File: config.mk
export PLATFORM = sky130hd
export DESIGN_NAME = button_press_unit
export DESIGN_NICKNAME = d
export VERILOG_FILES = /design/src/rtl/button_press_unit.sv
export SDC_FILE = /design/constraint.sdc
export NUM_CORES = 1
export LEC_CHECK = 0
export CAP_MARGIN = 10
export CORE_MARGIN = 5
export CORE_UTILIZATION = 56
export DETAILED_ROUTE_END_ITERATION = 7
export PLACE_DENSITY_LB_ADDON = 0.08
export SLEW_MARGIN = 0
export SYNTH_ARGS = -nofsm -noshare
export SYNTH_HDL_FRONTEND = slang
export SYNTH_SLANG_ARGS = --single-unit
File: constraint.sdc
create_clock -name clk -period 3 [get_ports clk]
set_input_delay 0.9 -clock clk [delete_from_list [all_inputs] [get_ports clk]]
set_output_delay 0.9 -clock clk [all_outputs]
set_load 0.02 [all_outputs]
File: src/rtl/button_press_unit.sv
`timescale 1ns/1ps
// button_press_unit: turns a raw, bouncing push-button level into a clean
// one-clock enable pulse. The chain is a 2-flop synchronizer, then a
// press/release debounce FSM, then a one-shot with optional hold-to-repeat.
// press_count counts the pulses sent out (wraps at 256) for debug.
module button_press_unit #(
  parameter int DEBOUNCE_CYCLES = 500000,
  parameter int REPEAT_EN       = 0,
  parameter int REPEAT_DELAY    = 25000000,
  parameter int REPEAT_PERIOD   = 5000000
) (
  input  logic       clk,
  input  logic       reset_n,
  input  logic       button,
  output logic       press_pulse,
  output logic       pressed,
  output logic [7:0] press_count
);

  localparam int CNT_W   = $clog2(DEBOUNCE_CYCLES) + 1;
  localparam int REP_MAX = (REPEAT_DELAY > REPEAT_PERIOD) ? REPEAT_DELAY : REPEAT_PERIOD;
  localparam int REP_W   = $clog2(REP_MAX + 2) + 1;

  localparam logic [CNT_W-1:0] DB_LAST    = CNT_W'(DEBOUNCE_CYCLES - 1);
  localparam logic [REP_W-1:0] REP_DELAY  = REP_W'(REPEAT_DELAY);
  localparam logic [REP_W-1:0] REP_PERIOD = REP_W'(REPEAT_PERIOD);

  typedef enum logic [1:0] {
    IDLE       = 2'd0,
    PRESS_DB   = 2'd1,
    HELD       = 2'd2,
    RELEASE_DB = 2'd3
  } state_t;

  // The repeat counter never has to pass its target by more than one, so
  // holding it at all-ones is only a guard against wrapping back to zero.
  function automatic logic [REP_W-1:0] sat_inc(input logic [REP_W-1:0] v);
    return (v == {REP_W{1'b1}}) ? v : v + REP_W'(1);
  endfunction

  state_t           state_q, state_d;
  logic             sync1_q, sync2_q;
  logic [CNT_W-1:0] db_cnt_q, db_cnt_d;
  logic [REP_W-1:0] rep_cnt_q, rep_cnt_d;
  logic             first_q, first_d;
  logic             pulse_q, pulse_d;
  logic             pressed_q, pressed_d;
  logic [7:0]       count_q, count_d;

  logic             btn_s;
  logic             held_entry;
  logic [REP_W-1:0] rep_next;
  logic [REP_W-1:0] rep_target;

  assign btn_s = sync2_q;

  // Next-state, debounce counting, one-shot and repeat scheduling.
  always_comb begin
    state_d    = state_q;
    db_cnt_d   = db_cnt_q;
    rep_cnt_d  = rep_cnt_q;
    first_d    = first_q;
    pulse_d    = 1'b0;
    held_entry = 1'b0;
    rep_next   = sat_inc(rep_cnt_q);
    rep_target = first_q ? REP_DELAY : REP_PERIOD;

    case (state_q)
      IDLE: begin
        if (btn_s) begin
          state_d  = PRESS_DB;
          db_cnt_d = '0;
        end
      end
      PRESS_DB: begin
        if (!btn_s) begin
          state_d = IDLE;
        end else if (db_cnt_q == DB_LAST) begin
          state_d    = HELD;
          held_entry = 1'b1;
        end else begin
          db_cnt_d = db_cnt_q + CNT_W'(1);
        end
      end
      HELD: begin
        if (!btn_s) begin
          state_d  = RELEASE_DB;
          db_cnt_d = '0;
        end
      end
      RELEASE_DB: begin
        if (btn_s) begin
          state_d = HELD;
        end else if (db_cnt_q == DB_LAST) begin
          state_d = IDLE;
        end else begin
          db_cnt_d = db_cnt_q + CNT_W'(1);
        end
      end
      default: state_d = IDLE;
    endcase

    // rep_cnt counts HELD cycles since the last pulse; it is left alone in
    // RELEASE_DB so a release bounce does not disturb the repeat cadence.
    // A repeat that falls right after a pulse slips by one cycle and the
    // next interval is measured from where it actually fired.
    if (held_entry) begin
      pulse_d   = 1'b1;
      rep_cnt_d = '0;
      first_d   = 1'b1;
    end else if ((REPEAT_EN != 0) && (state_d == HELD)) begin
      if ((rep_next >= rep_target) && !pulse_q) begin
        pulse_d   = 1'b1;
        rep_cnt_d = '0;
        first_d   = 1'b0;
      end else begin
        rep_cnt_d = rep_next;
      end
    end

    pressed_d = (state_d == HELD) || (state_d == RELEASE_DB);
    count_d   = count_q + {7'd0, pulse_d};
  end

  // Synchronizer, FSM state and registered outputs; reset is asynchronous.
  always_ff @(posedge clk or negedge reset_n) begin
    if (!reset_n) begin
      sync1_q   <= 1'b0;
      sync2_q   <= 1'b0;
      state_q   <= IDLE;
      db_cnt_q  <= '0;
      rep_cnt_q <= '0;
      first_q   <= 1'b0;
      pulse_q   <= 1'b0;
      pressed_q <= 1'b0;
      count_q   <= '0;
    end else begin
      sync1_q   <= button;
      sync2_q   <= sync1_q;
      state_q   <= state_d;
      db_cnt_q  <= db_cnt_d;
      rep_cnt_q <= rep_cnt_d;
      first_q   <= first_d;
      pulse_q   <= pulse_d;
      pressed_q <= pressed_d;
      count_q   <= count_d;
    end
  end

  assign press_pulse = pulse_q;
  assign pressed     = pressed_q;
  assign press_count = count_q;

endmodule
==> images/pins.png <==
(4 px per um) Pins as bars across the die edge, other pins in grey.
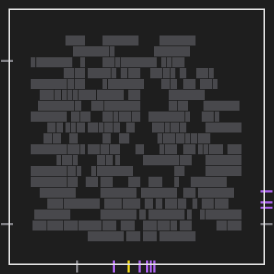
Yellow stands for `press_pulse`, pins 1, direction output, edge south. Purple stands for `press_count`, pins 8, direction output, edge 5 south, 3 east.
All pins by edge: 7 south, 4 east, 2 west.

==> images/cell_classes.png <==
(6 px per um) Fill, decap, tap and diode cells in grey.
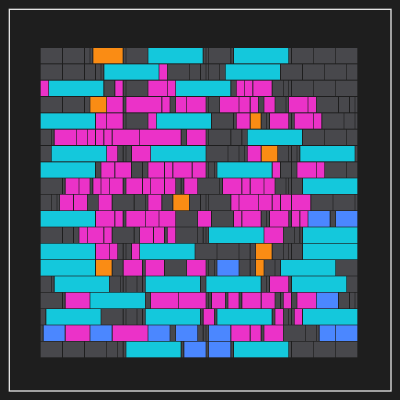
Orange stands for clock drivers and dummy loads, cells 8. Cyan stands for flip-flops, cells 34. Blue stands for other buffers and delay cells, cells 13. Magenta stands for all other logic, cells 112.

==> run notes <==
## Routing
* 5.72 — ratio of routed vias to standard cells
* met4 — top layer reached by signal wires

## Die
* 4020 sq um — chip area
* 58.4% — starting density of the core
* 19 — floorplan row count

## Timing
* 0 — Final Hold Fails
* 2.52 ns — min cycle time layout
* 0.396 GHz — Fmax achieved

## Place
* 190 — number of placed instances, taps included
* 0.827 — RD Place Congestion
* 1750 sq um — cell area reported after detailed placement
* 2.01 mm — total half-perimeter wirelength after legalization and detailed placement

## Global route
* 35 — pin count of the biggest net entering global routing
* 0 — number of antenna violations at the first check in global routing
* 5.16 mm — wire length of the first global-routing pass
* met2 — most used routing layer
* 20.6% — met1 usage
* 1,127 — via count of the first global-routing pass

## Synth
* 148 — post-synthesis instance total
* 1600 sq um — total standard cell area after synthesis
* 10.8 sq um — synthesized area divided by synthesized cell count
* dfrtp_1 — cell type with the largest total area after synthesis
* 154 — synthesized net count

## Final layout
* 726 sq um — combinational gate area
* 172 — number of nets at the end of the flow
* 13.7% — area grow syn2layout
* 46.9% — proportion of cell area occupied by registers
* 7 — count of clock-net buffers in the final layout

## Clock tree
* clkbuf_4 — clock root cell
* 0 — CTS resizes

## Worst setup path
* 2.75 ns — signal arrival time at the worst endpoint
* ha_1, nor3b_1, nand4_1, nor4b_1, ha_1, and3_1, nand3_1, or2_2, xnor2_1 — cells traversed along the worst timing path
* db_cnt_q[0]$_DFFE_PN0P_ — R2R Path Start
* 3.23 ns — crit path DRT
* press_count[7]$_DFF_PN0_ — Critical Path End

## Pwr
* 383 uV — Worst VDD drop
* 594 uW — design internal power
* 33.1% — clock network fraction of design power

## Min path
* 0 — Hold Path Depth

## Run status
* finished, final reports clean — result of the run

==> images/clock_map.png <==
(10 px per um)
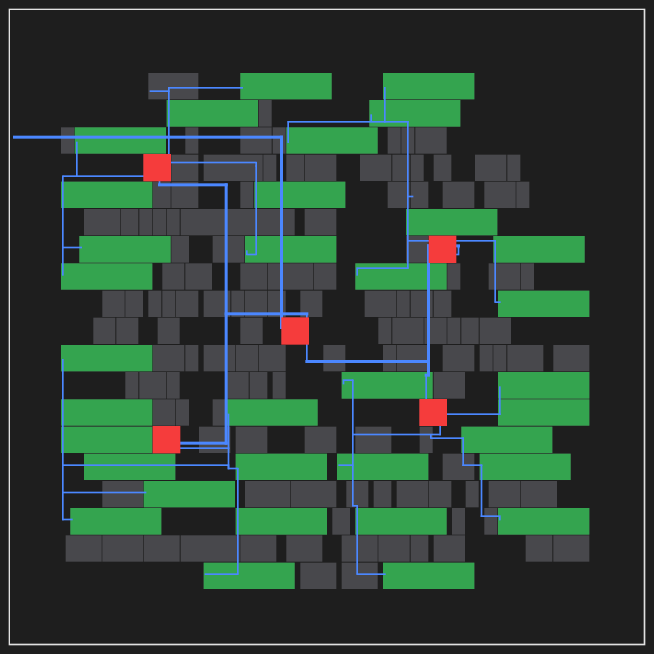
Green stands for flip-flops, count 34. Blue stands for clock wires, length 380 um. Red stands for cells driving clock nets, count 5.
Position of the flops: widely spread. There are 6 routed clock nets.

==> images/met2.png <==
(6 px per um)
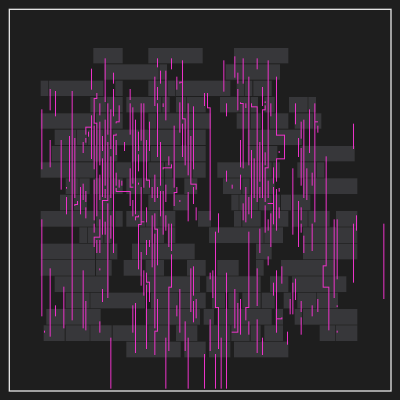
139 nets have wire on it. The longest straight run is 38.1 um. The layer carries 1,340 um of wire.

No activity file was given, so power comes from the tool's default toggle rates.
